<file path="config.mk">
export PLATFORM = sky130hd
export DESIGN_NAME = score_display_scan_flat
export DESIGN_NICKNAME = d
export VERILOG_FILES = /design/src/rtl/score_disp_pkg.sv /design/src/rtl/score_display_scan_if.sv /design/src/rtl/seg7_decode.sv /design/src/rtl/score_display_scan.sv /design/src/flat_wrapper.sv
export SDC_FILE = /design/constraint.sdc
export NUM_CORES = 1
export LEC_CHECK = 0
export ABC_CLOCK_PERIOD_IN_PS = 10500
export CORE_MARGIN = 1
export CORE_UTILIZATION = 55
export CTS_CLUSTER_DIAMETER = 60
export DETAILED_ROUTE_END_ITERATION = 8
export PLACE_DENSITY_LB_ADDON = 0.08
export SLEW_MARGIN = 0
export SYNTH_ARGS = -nofsm -noshare
export SYNTH_HDL_FRONTEND = slang
export SYNTH_SLANG_ARGS = --single-unit
</file>
<file path="constraint.sdc">
create_clock -name clk_lf -period 10.5 [get_ports clk_lf]
set_input_delay 3.15 -clock clk_lf [delete_from_list [all_inputs] [get_ports clk_lf]]
set_output_delay 3.15 -clock clk_lf [all_outputs]
set_load 0.03 [all_outputs]
</file>
<file path="src/rtl/score_disp_pkg.sv">
// Shared constants for the score display: segment codes, digit indices, anode helper.
// Segment vectors are {g,f,e,d,c,b,a}, active-low.
package score_disp_pkg;

   localparam logic [6:0] SEG_0     = 7'b1000000;
   localparam logic [6:0] SEG_1     = 7'b1111001;
   localparam logic [6:0] SEG_2     = 7'b0100100;
   localparam logic [6:0] SEG_3     = 7'b0110000;
   localparam logic [6:0] SEG_4     = 7'b0011001;
   localparam logic [6:0] SEG_5     = 7'b0010010;
   localparam logic [6:0] SEG_6     = 7'b0000010;
   localparam logic [6:0] SEG_7     = 7'b1111000;
   localparam logic [6:0] SEG_8     = 7'b0000000;
   localparam logic [6:0] SEG_9     = 7'b0010000;
   localparam logic [6:0] SEG_BLANK = 7'b1111111;

   localparam logic [1:0] DIG_R_UNITS = 2'd0;
   localparam logic [1:0] DIG_R_TENS  = 2'd1;
   localparam logic [1:0] DIG_L_UNITS = 2'd2;
   localparam logic [1:0] DIG_L_TENS  = 2'd3;

   localparam logic [3:0] ANODE_OFF = 4'b1111;

   function automatic logic [3:0] anode_for(input logic [1:0] idx);
      return ~(4'b0001 << idx);
   endfunction

endpackage

</file>
<file path="src/rtl/score_display_scan_if.sv">
// Score inputs from the game core and the board-pin outputs of the display driver.
// master = game core / board side, slave = display driver.
interface score_display_scan_if;
   logic [3:0] Score_Left;
   logic [3:0] Score_Right;
   logic [6:0] Seg;
   logic [3:0] An;
   logic       Dp;

   modport master (output Score_Left, Score_Right, input Seg, An, Dp);
   modport slave  (input Score_Left, Score_Right, output Seg, An, Dp);
endinterface

</file>
<file path="src/rtl/seg7_decode.sv">
// Combinational BCD to active-low seven-segment decode; codes 10-15 give a blank digit.
// Zero latency, no flow control.
module seg7_decode
   import score_disp_pkg::*;
(
   input  logic [3:0] bcd,
   output logic [6:0] seg
);

   always_comb begin
      seg = SEG_BLANK;
      case (bcd)
         4'd0:    seg = SEG_0;
         4'd1:    seg = SEG_1;
         4'd2:    seg = SEG_2;
         4'd3:    seg = SEG_3;
         4'd4:    seg = SEG_4;
         4'd5:    seg = SEG_5;
         4'd6:    seg = SEG_6;
         4'd7:    seg = SEG_7;
         4'd8:    seg = SEG_8;
         4'd9:    seg = SEG_9;
         default: seg = SEG_BLANK;
      endcase
   end

endmodule

</file>
<file path="src/rtl/score_display_scan.sv">
// Four-digit multiplexed score display with per-frame stability filter and increase blink.
// Pins are registered: one cycle from digit index to pins; no backpressure (free-running scan).
module score_display_scan
   import score_disp_pkg::*;
#(
   parameter int REFRESH_DIV = 25000,
   parameter int BLINK_LEN   = 512,
   parameter int BLINK_BIT   = 6
)
(
   input  logic                 clk_lf,
   input  logic                 rst,
   score_display_scan_if.slave  disp
);

   localparam int CW     = $clog2(REFRESH_DIV);
   localparam int BW_LEN = $clog2(BLINK_LEN + 1);
   localparam int BW     = (BW_LEN > BLINK_BIT) ? BW_LEN : BLINK_BIT + 1;

   logic [CW-1:0] refresh_cnt;
   logic [1:0]    dig_idx;
   logic [3:0]    smp_l, smp_r;
   logic [3:0]    acc_l, acc_r;
   logic [3:0]    acc_l_nxt, acc_r_nxt;
   logic [BW-1:0] blink_l, blink_r;
   logic          refresh_tc, frame_tick;
   logic          blank_l, blank_r;

   logic [3:0]    side_val, units, bcd;
   logic          ge10, tens_digit, side_blank;
   logic [6:0]    seg_dec;

   function automatic logic [BW-1:0] blink_next(input logic [3:0] old_v,
                                                input logic [3:0] new_v,
                                                input logic [BW-1:0] cnt);
      if (new_v > old_v)
         return BW'(BLINK_LEN);
      else if (new_v < old_v)
         return '0;
      else if (cnt != '0)
         return cnt - 1'b1;
      else
         return cnt;
   endfunction

   assign refresh_tc = (refresh_cnt == CW'(REFRESH_DIV - 1));
   assign frame_tick = refresh_tc && (dig_idx == DIG_L_TENS);

   // A side's value is accepted only if it matched the previous frame's sample.
   assign acc_l_nxt = (frame_tick && (smp_l == disp.Score_Left))  ? disp.Score_Left  : acc_l;
   assign acc_r_nxt = (frame_tick && (smp_r == disp.Score_Right)) ? disp.Score_Right : acc_r;

   assign blank_l = (blink_l != '0) && blink_l[BLINK_BIT];
   assign blank_r = (blink_r != '0) && blink_r[BLINK_BIT];

   always_comb begin
      side_val   = dig_idx[1] ? acc_l : acc_r;
      side_blank = dig_idx[1] ? blank_l : blank_r;
      tens_digit = (dig_idx == DIG_L_TENS) || (dig_idx == DIG_R_TENS);
      ge10       = (side_val >= 4'd10);
      units      = ge10 ? (side_val - 4'd10) : side_val;
      // Tens position shows "1" or feeds a blank code to the decoder.
      bcd        = tens_digit ? (ge10 ? 4'd1 : 4'd15) : units;
   end

   seg7_decode u_dec (
      .bcd (bcd),
      .seg (seg_dec)
   );

   always_ff @(posedge clk_lf) begin
      if (rst) begin
         refresh_cnt <= '0;
         dig_idx     <= DIG_R_UNITS;
         smp_l       <= '0;
         smp_r       <= '0;
         acc_l       <= '0;
         acc_r       <= '0;
         blink_l     <= '0;
         blink_r     <= '0;
         disp.An     <= ANODE_OFF;
         disp.Seg    <= SEG_BLANK;
         disp.Dp     <= 1'b1;
      end else begin
         refresh_cnt <= refresh_tc ? '0 : refresh_cnt + 1'b1;
         if (refresh_tc)
            dig_idx <= dig_idx + 2'd1;
         if (frame_tick) begin
            smp_l   <= disp.Score_Left;
            smp_r   <= disp.Score_Right;
            acc_l   <= acc_l_nxt;
            acc_r   <= acc_r_nxt;
            blink_l <= blink_next(acc_l, acc_l_nxt, blink_l);
            blink_r <= blink_next(acc_r, acc_r_nxt, blink_r);
         end
         disp.An  <= anode_for(dig_idx);
         disp.Seg <= side_blank ? SEG_BLANK : seg_dec;
         disp.Dp  <= ~((dig_idx == DIG_L_UNITS) && !blank_l);
      end
   end

endmodule

</file>
<file path="src/flat_wrapper.sv">
// flat-port wrapper written by rule: the top's interface ports become plain ports
module score_display_scan_flat import score_disp_pkg::*;
#(
   parameter int REFRESH_DIV = 25000,
   parameter int BLINK_LEN   = 512,
   parameter int BLINK_BIT   = 6
)
  (clk_lf, rst, disp_Score_Left, disp_Score_Right, disp_Seg, disp_An, disp_Dp);
  score_display_scan_if disp_i ();
  input  logic clk_lf;
  input  logic rst;
  input wire logic [$bits(disp_i.Score_Left)-1:0] disp_Score_Left;
  input wire logic [$bits(disp_i.Score_Right)-1:0] disp_Score_Right;
  output wire logic [$bits(disp_i.Seg)-1:0] disp_Seg;
  output wire logic [$bits(disp_i.An)-1:0] disp_An;
  output wire logic [$bits(disp_i.Dp)-1:0] disp_Dp;
  assign disp_i.Score_Left = disp_Score_Left;
  assign disp_i.Score_Right = disp_Score_Right;
  assign disp_Seg = disp_i.Seg;
  assign disp_An = disp_i.An;
  assign disp_Dp = disp_i.Dp;
  score_display_scan #(.REFRESH_DIV(REFRESH_DIV), .BLINK_LEN(BLINK_LEN), .BLINK_BIT(BLINK_BIT)) u_core (.clk_lf(clk_lf), .rst(rst), .disp(disp_i));
endmodule
</file>
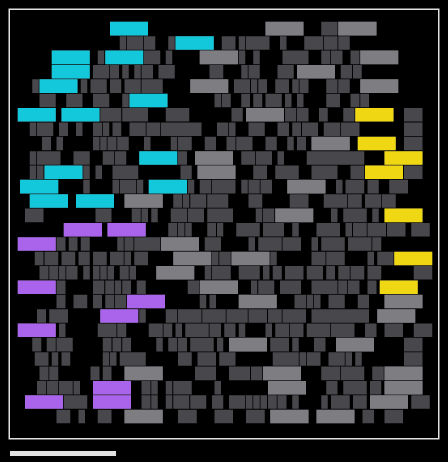
Fig. 1. Register map, names as in the netlist.
The bar under the picture is 20 um long.
Key: yellow = u_core.disp.Seg [placed flops 7]; purple = u_core.blink_l [placed flops 10]; cyan = u_core.refresh_cnt [placed flops 15]
Another 33 sequential cells are not colored.

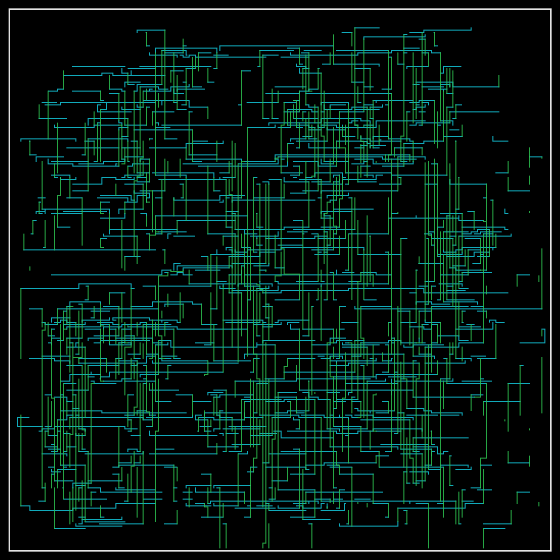
Fig. 2. Routed metal, one color a layer.
Two of the layers only.
Key: green = metal 2 [wire length 3,170 um]; cyan = metal 1 [wire length 3,190 um]

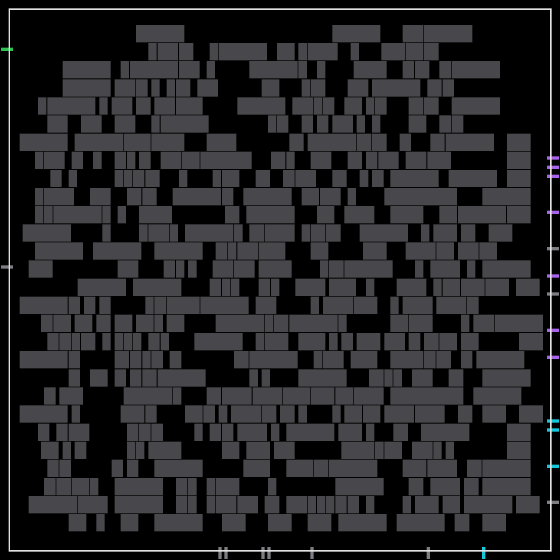
Fig. 3. I/O pins on the die edge.
Pins as bars across the die edge, other pins in gray.
Key: green = clk_lf [pins 1, direction input, edge left]; purple = disp_Seg [pins 7, direction output, edge right]; cyan = disp_An [pins 4, direction output, edge 3 right, 1 bottom]
All pins by edge: 13 right, 7 bottom, 2 left.

[how the worst max path moves through the flow]
stage,from,endpoint
final,disp_Score_Left[2],u_core.blink_l[9]
after global routing,disp_Score_Left[2],u_core.blink_l[9]
after CTS,disp_Score_Left[2],u_core.blink_l[9]
after detailed placement,disp_Score_Left[2],u_core.blink_l[9]
after global placement,disp_Score_Left[2],u_core.blink_l[9]
after floorplan,disp_Score_Left[2],u_core.blink_l[5]
[power groups by stage]
stage / Clock [mW] / Sequential [mW] / Combinational, mW
after CTS: 0.229 / 0.250 / 0.0192
after global routing: 0.242 / 0.250 / 0.0207
after detailed placement: 0 / 0.256 / 0.0190
after floorplan: 0 / 0.259 / 0.00731
final: 0.224 / 0.250 / 0.0190
after global placement: 0 / 0.256 / 0.0188
==> impl_metrics.json <==
{
  "htree_levels": 3,
  "worstPathRequired_ps": 10770,
  "core_um2": 5990,
  "tool_warnings": 33,
  "cts_tree": "yes",
  "insertion_delay_ps": 350,
  "finalClockSkew_ps": 12.3,
  "p_switching_mw": 0.102,
  "min-delay-start": "u_core.refresh_cnt[0]",
  "status": "completed",
  "final_core_util": 0.653,
  "whs_ps": 464,
  "cts_inserted_buffers": 9,
  "synth-async-reset-ratio": 0,
  "crit_buf_inv": 1,
  "ys_cells": 401,
  "grt_pass1_wl_um": 11600,
  "nets": 453,
  "ys_ff": 65,
  "syn_avg_cell_area_um2": 8.57,
  "floorplan.core_util": 0.574,
  "reg2reg_depth": 12,
  "sh_comb_area": 0.512,
  "met3_length_um": 281,
  "endpoint_kind": "register",
  "largest_registers": "u_core.refresh_cnt x15, u_core.blink_l x10, u_core.blink_r x10",
  "yosysWarnings": 0,
  "final_cell_area_um2": 3910,
  "dp_hpwl_um": 4730,
  "combPwrFrac": 0.038,
  "fin_ws_ps": 4570,
  "comb_cells": 301,
  "finalCriticalPeriod_ps": 5930,
  "rr_startpoint": "u_core.dig_idx[1]",
  "pwr_density_cell_nw_per_um2": 126,
  "ys_seq_share": 0.379,
  "avgRoutedWirePerCell_um": 13.4,
  "maxCapViolCount": 0,
  "power.clock.fraction": 0.454,
  "sh_seq_area": 0.333,
  "instances_no_fill": 502,
  "syn_inst": 401
}
